**src/rtl/mux_nx1_stream.sv**
```systemverilog
// rtl/mux_nx1_stream.sv - N:1 packet-locked valid/ready stream mux with a registered output
// Optional round-robin channel selection replaces sel when MUX_STREAM_RR_ARB_EN is defined.
module mux_nx1_stream #(
    parameter int WIDTH = 32,
    parameter int N     = 4,
    parameter int SEL_W = $clog2(N)
) (
    input  logic               clk,
    input  logic               rst,
    input  logic [N*WIDTH-1:0] in_data,
    input  logic [N-1:0]       in_valid,
    input  logic [N-1:0]       in_last,
    output logic [N-1:0]       in_ready,
    input  logic [SEL_W-1:0]   sel,
    output logic [WIDTH-1:0]   out_data,
    output logic               out_valid,
    output logic               out_last,
    input  logic               out_ready,
    output logic               busy,
    output logic [SEL_W-1:0]   cur_ch,
    output logic               sel_err
);

    typedef enum logic {
        IDLE = 1'b0,
        LOCK = 1'b1
    } state_t;

    state_t             state_q, state_d;
    logic [SEL_W-1:0]   cur_ch_q, cur_ch_d;
    logic [WIDTH-1:0]   out_data_q, out_data_d;
    logic               out_valid_q, out_valid_d;
    logic               out_last_q, out_last_d;
    logic               sel_err_q, sel_err_d;

    logic [WIDTH-1:0]   ch_data;
    logic               ch_valid;
    logic               ch_last;
    logic               ch_ready;
    logic               accept;

    // Locked channel's inputs, selected with constant slices only.
    always_comb begin
        ch_data  = '0;
        ch_valid = 1'b0;
        ch_last  = 1'b0;
        for (int i = 0; i < N; i++) begin
            if (cur_ch_q == SEL_W'(i)) begin
                ch_data  = in_data[i*WIDTH +: WIDTH];
                ch_valid = in_valid[i];
                ch_last  = in_last[i];
            end
        end
    end

`ifdef MUX_STREAM_RR_ARB_EN
    logic [SEL_W-1:0] rr_ptr_q, rr_ptr_d;
    logic [SEL_W-1:0] rr_idx;
    logic [SEL_W-1:0] rr_pick;
    logic             rr_hit;
    logic             unused_sel;

    assign unused_sel = ^sel;

    // Scan downwards so the first valid channel at or after rr_ptr wins.
    always_comb begin
        rr_hit  = 1'b0;
        rr_pick = '0;
        rr_idx  = '0;
        for (int k = N - 1; k >= 0; k--) begin
            rr_idx = SEL_W'((int'(rr_ptr_q) + k) % N);
            if (in_valid[rr_idx]) begin
                rr_hit  = 1'b1;
                rr_pick = rr_idx;
            end
        end
        rr_ptr_d = rr_ptr_q;
        if (state_q == IDLE && rr_hit) begin
            rr_ptr_d = (rr_pick == SEL_W'(N - 1)) ? '0 : rr_pick + 1'b1;
        end
    end

    always_ff @(posedge clk or posedge rst) begin
        if (rst) begin
            rr_ptr_q <= '0;
        end else begin
            rr_ptr_q <= rr_ptr_d;
        end
    end
`else
    localparam logic [SEL_W:0] N_EXT = (SEL_W + 1)'(N);
    logic sel_in_range;
    logic sel_valid;

    assign sel_in_range = ({1'b0, sel} < N_EXT);

    always_comb begin
        sel_valid = 1'b0;
        for (int i = 0; i < N; i++) begin
            if (sel == SEL_W'(i)) begin
                sel_valid = in_valid[i];
            end
        end
    end
`endif

    assign ch_ready = (state_q == LOCK) && (!out_valid_q || out_ready);
    assign accept   = ch_valid && ch_ready;

    always_comb begin
        in_ready = '0;
        for (int i = 0; i < N; i++) begin
            if (cur_ch_q == SEL_W'(i)) begin
                in_ready[i] = ch_ready;
            end
        end
    end

    always_comb begin
        state_d     = state_q;
        cur_ch_d    = cur_ch_q;
        out_data_d  = out_data_q;
        out_valid_d = out_valid_q;
        out_last_d  = out_last_q;
        sel_err_d   = sel_err_q;

        if (out_ready) begin
            out_valid_d = 1'b0;
        end

        case (state_q)
            IDLE: begin
`ifdef MUX_STREAM_RR_ARB_EN
                if (rr_hit) begin
                    cur_ch_d = rr_pick;
                    state_d  = LOCK;
                end
`else
                if (!sel_in_range) begin
                    sel_err_d = 1'b1;
                end else if (sel_valid) begin
                    cur_ch_d = sel;
                    state_d  = LOCK;
                end
`endif
            end
            LOCK: begin
                // An accepted beat overwrites the register, which also covers drain+fill.
                if (accept) begin
                    out_data_d  = ch_data;
                    out_last_d  = ch_last;
                    out_valid_d = 1'b1;
                    if (ch_last) begin
                        state_d = IDLE;
                    end
                end
            end
            default: state_d = IDLE;
        endcase
    end

    always_ff @(posedge clk or posedge rst) begin
        if (rst) begin
            state_q     <= IDLE;
            cur_ch_q    <= '0;
            out_data_q  <= '0;
            out_valid_q <= 1'b0;
            out_last_q  <= 1'b0;
            sel_err_q   <= 1'b0;
        end else begin
            state_q     <= state_d;
            cur_ch_q    <= cur_ch_d;
            out_data_q  <= out_data_d;
            out_valid_q <= out_valid_d;
            out_last_q  <= out_last_d;
            sel_err_q   <= sel_err_d;
        end
    end

    assign out_data  = out_data_q;
    assign out_valid = out_valid_q;
    assign out_last  = out_last_q;
    assign busy      = (state_q == LOCK);
    assign cur_ch    = cur_ch_q;
    assign sel_err   = sel_err_q;

endmodule

```
**config.mk**
```make
export PLATFORM = sky130hd
export DESIGN_NAME = mux_nx1_stream
export DESIGN_NICKNAME = d
export VERILOG_FILES = /design/src/rtl/mux_nx1_stream.sv
export SDC_FILE = /design/constraint.sdc
export NUM_CORES = 1
export LEC_CHECK = 0
export CAP_MARGIN = 10
export CORE_UTILIZATION = 34
export CTS_CLUSTER_DIAMETER = 80
export DETAILED_ROUTE_END_ITERATION = 8
export PLACE_DENSITY = 0.91
export SYNTH_ARGS = -nofsm -noshare
export SYNTH_HDL_FRONTEND = slang
export SYNTH_SLANG_ARGS = --single-unit
export TNS_END_PERCENT = 1
```
**constraint.sdc**
```tcl
create_clock -name clk -period 2.5 [get_ports clk]
set_clock_uncertainty 0.2 [all_clocks]
set_input_delay 0.25 -clock clk [delete_from_list [all_inputs] [get_ports clk]]
set_output_delay 0.25 -clock clk [all_outputs]
set_load 0.1 [all_outputs]
```
**Run 1: supply network**

The bar under the picture is 20 microns long. Pins as bars on the die edge. Tap cells in gray.
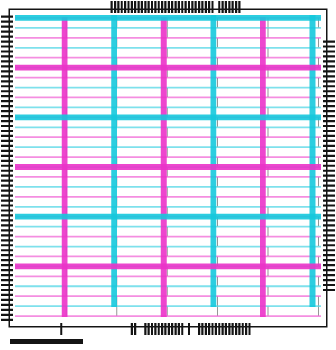
net	color
VSS	magenta
VDD	cyan
signal pins	183
rows	30

**Run 1: placed cells, one color a class**

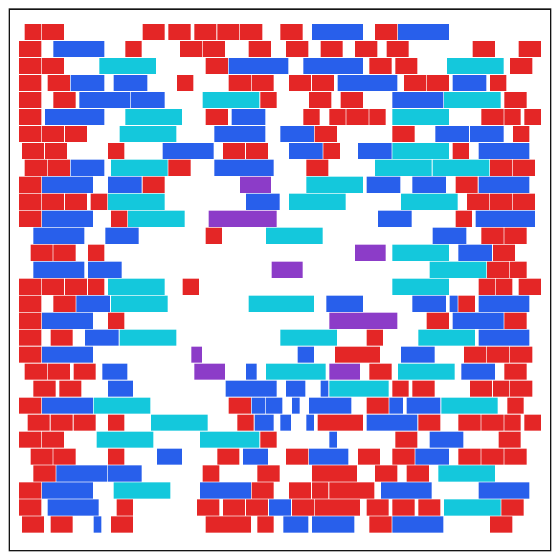
class	color	cells	share of their area
remaining logic cells	blue	87	33%
sequential cells	cyan	37	22%
remaining buffers and delay cells	red	186	42%
clock drivers and dummy loads	purple	8	3.1%

==> flow_metrics.env, run 1 <==
# physical design summary
export IMPL_die_height_microns=86.5
export IMPL_grt_max_degree=35
export IMPL_critPathRequiredTime_ps=2050
export IMPL_grt_pass1_wl_mm=11.1
export IMPL_cts_sinks=37
export IMPL_worst_pin_slew_ps=659
export IMPL_peakVddDrop_v=0.000727
export IMPL_grt_busiest_layer="met2"
export IMPL_p_total_mw=7.08
export IMPL_top_cell_area_share_pct=38.1
export IMPL_slew_limit_headroom_pct=55.8
export IMPL_cts_setup_buffers=0
export IMPL_ys_flop_type="dfrtp_1"
export IMPL_yosys_cells=136
export IMPL_crit_path_end="in_ready[2]"
export IMPL_max_stage_delay_ps=530
export IMPL_postCtsHoldBufs=0
export IMPL_antenna_found_initial=0
export IMPL_place_inst=406
export IMPL_run_status="finished clean"
export IMPL_final_cell_mix="clkdlybuf4s50_1 (140), buf_4 (40), dfrtp_1 (33)"
export IMPL_num_vias=2037
export IMPL_final_max_slew_viol_count=0
export IMPL_area_growth_pct=83.2
export IMPL_cts_buffers_inserted=5
export IMPL_lay_top_count="clkdlybuf4s50_1"
export IMPL_hold_viol_final=0
export IMPL_fill_cells=530
export IMPL_gp_congestion=0.711
export IMPL_dp_slack_ps=203
export IMPL_synth_nets=277
export IMPL_fin_area_sq_um=4450
export IMPL_die_width_microns=86.5
export IMPL_min_path_type="input port to async pin"
export IMPL_p_leak_nw=1.89
export IMPL_max_freq_mhz=457
export IMPL_critPathSlowestCell="dfrtp_4"
export IMPL_rr_startpoint="cur_ch[0]"
export IMPL_period_used_pct=87.5
export IMPL_path_buffers=2
export IMPL_setup_tns_ps=0
export IMPL_top_area_cell="dfrtp_1"
export IMPL_worstPathCellList="buf_4 > nor3b_4 > buf_12"
export IMPL_gr_usage_met1_pct=19.8
export IMPL_topCellsByArea="dfrtp_1 (38%), mux4_2 (26%), mux2_4 (18%)"
export IMPL_power_density_nw_per_um2=1590
export IMPL_overflow=0
export IMPL_timing_critical_path_from="cur_ch[1]"
**Run 1: clock network drawn from the DEF**

The bar under the picture is 20 microns long.
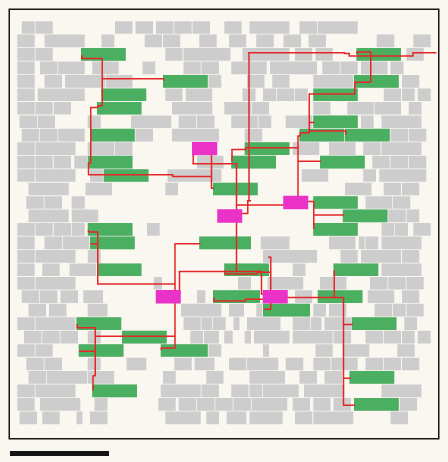
[clock-net drivers] magenta | count: 5
[clock wires] red | length: 500 microns
[flip-flops] green | count: 37
routed clock nets	6

**Run 1: metal layers overlaid**

The bar under the picture is 20 microns long. Only two layers are drawn.
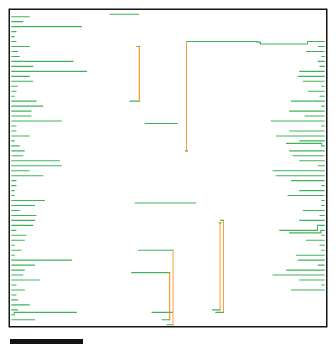
layer	color	wire length
M4	orange	127 microns
M3	green	726 microns

run 1: final cells by class:
| type | instances | area share [%] |
|---|---|---|
| timing repair buffer | 186 | 41.0 |
| multi-input combinational | 85 | 32.2 |
| sequential | 37 | 21.0 |
| inverter | 2 | 0.169 |
| tap | 96 | 2.70 |
| clock inverter | 3 | 1.46 |
| clock buffer | 5 | 1.55 |
run 1: cell families after synthesis:
kind of cell	synth area share (%)
DFF	38.1
AOI/OAI and AO/OA	1.39
and+or+nand+nor	2.89
buffers and inverters	4.28
other	0.154
muxes	53.1
run 1: power breakdown:
part / switching [mW] / leakage [nW] / internal (mW)
registers: 0.226 / 0.430 / 0.933
logic: 3.40 / 1.39 / 1.91
clock network: 0.209 / 0.0681 / 0.396
total: 3.84 / 1.89 / 3.24
==> run 1 -> run 2 <==
TNS_END_PERCENT = unset   (was 1)
**Run 2: metal layers overlaid**

The bar under the picture is 20 microns long. Only two layers are drawn.
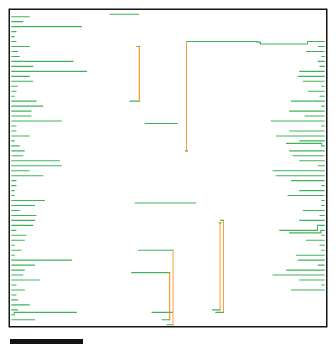
layer	color	wire length
M3	green	726 microns
M4	orange	127 microns

**Run 2: placed cells, one color a class**

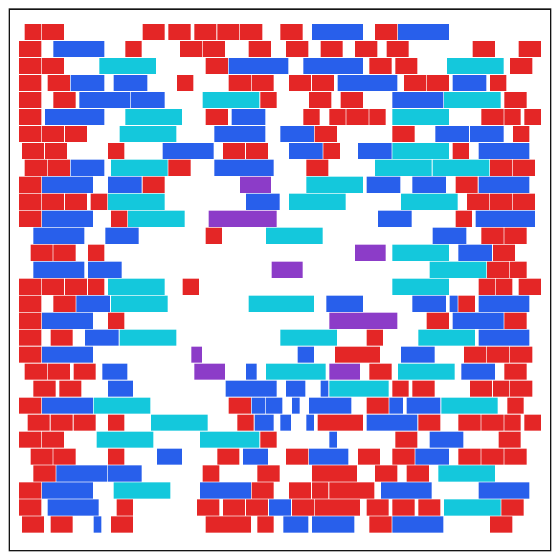
class	color	cells	share of their area
remaining buffers and delay cells	red	186	42%
clock drivers and dummy loads	purple	8	3.1%
remaining logic cells	blue	87	33%
sequential cells	cyan	37	22%

==> run 2 against run 1 <==
Compared with the run above: wire length is the same; register-to-register slack is essentially flat; final area is the same; critical path depth is the same; maximum frequency is the same; clock power is essentially flat; largest cell class unchanged; core utilization is the same; synthesized area is the same; non-clock buffer count is the same; highest routed layer unchanged.
==> flow_metrics.env, run 2 <==
# physical design summary
export IMPL_p_int_mw=3.24
export IMPL_powerSeq_mw=1.16
export IMPL_cts_sinks=37
export IMPL_grt_max_degree=35
export IMPL_final_cell_mix="clkdlybuf4s50_1 (140), buf_4 (40), dfrtp_1 (33)"
export IMPL_die_height_microns=86.5
export IMPL_min_path_type="input port to async pin"
export IMPL_gp_congestion=0.711
export IMPL_power_density_nw_per_um2=1590
export IMPL_path_buffers=2
export IMPL_place_inst=406
export IMPL_topCellsByArea="dfrtp_1 (38%), mux4_2 (26%), mux2_4 (18%)"
export IMPL_slew_limit_headroom_pct=55.8
export IMPL_p_sw_mw=3.84
export IMPL_run_status="finished clean"
export IMPL_clkPwrFrac_pct=8.6
export IMPL_comb_power_mw=5.31
export IMPL_worst_pin_slew_ps=659
export IMPL_netlist_logic_family_top="multiplexers"
export IMPL_yosys_area_share_aoi_pct=1.39
export IMPL_simple_gate_share_pct=2.89
export IMPL_final_max_slew_viol_count=0
export IMPL_lay_top_count="clkdlybuf4s50_1"
export IMPL_antenna_found_initial=0
export IMPL_setup_tns_ps=0
export IMPL_ys_sh_adder_pct=0
export IMPL_gr_usage_met1_pct=19.8
export IMPL_cts_setup_buffers=0
export IMPL_top_power_group="combinational cells"
export IMPL_die_width_microns=86.5
export IMPL_yosys_cells=136
export IMPL_top_area_cell="dfrtp_1"
export IMPL_period_used_pct=87.5
export IMPL_ys_sh_xor_pct=0
export IMPL_grt_pass1_wl_mm=11.1
export IMPL_seqPwrFrac_pct=16.4
export IMPL_postCtsHoldBufs=0
export IMPL_p_clk_mw=0.605
export IMPL_synth_nets=277
export IMPL_hold_viol_final=0
run 2: layout make-up:
type | instances | area (sq um)
clock buffers | 5 | 68.8
clock inverters | 3 | 65.1
fillers | 530 | 2380
inverters | 2 | 7.51
multi-input cells | 85 | 1430
flip-flops and latches | 37 | 933
well taps | 96 | 120
repair buffers | 186 | 1820
run 2: path summary, 6_finish.rpt:
path	startpoint	to	slack [ps]	cells after the start
max in group asynchronous	rst	out_data[25]	1380	3
worst min-delay path	rst	out_data[10]	80	2
worst max-delay path	cur_ch[1]	in_ready[2]	310	3
worst min register to register	out_last	out_last	290	1
worst max register to register	cur_ch[0]	out_data[31]	510	3
min in group clk	out_last	out_last	290	1
==> run 2 -> run 3 <==
ABC_CLOCK_PERIOD_IN_PS = 2500   (was unset)
CAP_MARGIN = 20   (was 10)
**Run 3: supply network**

The bar under the picture is 20 microns long. Pins as bars on the die edge. Tap cells in gray.
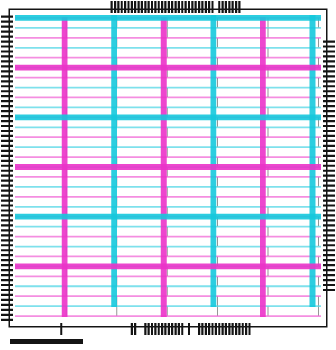
net	color
VSS	magenta
VDD	cyan
met1 rails	31
signal pins	183
met5 straps	6

==> run 3 against run 2 <==
Compared with the run above: die size unchanged; setup slack unchanged; via count unchanged; critical path depth unchanged; global-route usage unchanged; combinational power about the same; sequential share of layout area unchanged; first-iteration DRC count unchanged; highest routed layer unchanged.
==> flow_metrics.env, run 3 <==
# physical design summary
export IMPL_run_status="finished clean"
export IMPL_period_used_pct=87.5
export IMPL_ys_sh_adder_pct=0
export IMPL_final_cell_mix="clkdlybuf4s50_1 (140), buf_4 (40), dfrtp_1 (33)"
export IMPL_area_growth_pct=83.2
export IMPL_postCtsHoldBufs=0
export IMPL_mux_share_pct=53.1
export IMPL_gr_usage_met1_pct=19.8
export IMPL_ys_flop_type="dfrtp_1"
export IMPL_ys_sh_xor_pct=0
export IMPL_p_leak_nw=1.89
export IMPL_die_width_microns=86.5
export IMPL_place_inst=406
export IMPL_min_path_type="input port to async pin"
export IMPL_synth_nets=277
export IMPL_critPathRequiredTime_ps=2050
export IMPL_power_density_nw_per_um2=1590
export IMPL_max_freq_mhz=457
export IMPL_antenna_found_initial=0
export IMPL_dp_slack_ps=203
export IMPL_cts_sinks=37
export IMPL_yosys_cells=136
export IMPL_gp_congestion=0.711
export IMPL_hold_viol_final=0
export IMPL_grt_max_degree=35
export IMPL_worst_pin_slew_ps=659
export IMPL_cts_buffers_inserted=5
export IMPL_top_area_cell="dfrtp_1"
export IMPL_max_stage_delay_ps=530
export IMPL_final_max_slew_viol_count=0
export IMPL_num_vias=2037
export IMPL_peakVddDrop_v=0.000727
export IMPL_grt_busiest_layer="met2"
export IMPL_p_total_mw=7.08
export IMPL_yosys_area_share_aoi_pct=1.39
**Run 3: placed cells, one color a class**

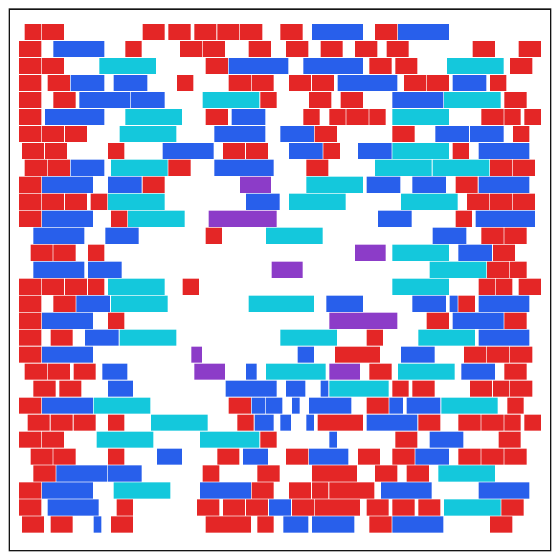
class	color	cells	share of their area
clock drivers and dummy loads	purple	8	3.1%
sequential cells	cyan	37	22%
remaining logic cells	blue	87	33%
remaining buffers and delay cells	red	186	42%

run 3: final timing paths:
check / cells past startpoint / slack, ps / endpoint / from
worst max register to register: 3 / 510 / out_data[31] / cur_ch[0]
worst min-delay path: 2 / 80 / out_data[10] / rst
worst max-delay path: 3 / 310 / in_ready[2] / cur_ch[1]
max in group asynchronous: 3 / 1380 / out_data[25] / rst
worst min register to register: 1 / 290 / out_last / out_last
min in group clk: 1 / 290 / out_last / out_last
run 3: cell type report:
type                    instances  area (sq um)
repair buffers                186          1820
flip-flops and latches         37           933
inverters                       2          7.51
fillers                       530          2380
multi-input cells              85          1430
clock inverters                 3          65.1
well taps                      96           120
clock buffers                   5          68.8
run 3: where the power goes:
group,internal (mW),switching (mW)
sequential,0.933,0.226
combinational,1.91,3.40
clock,0.396,0.209
total,3.24,3.84
Power figures rest on the tool's default switching activity, not on a simulated workload.
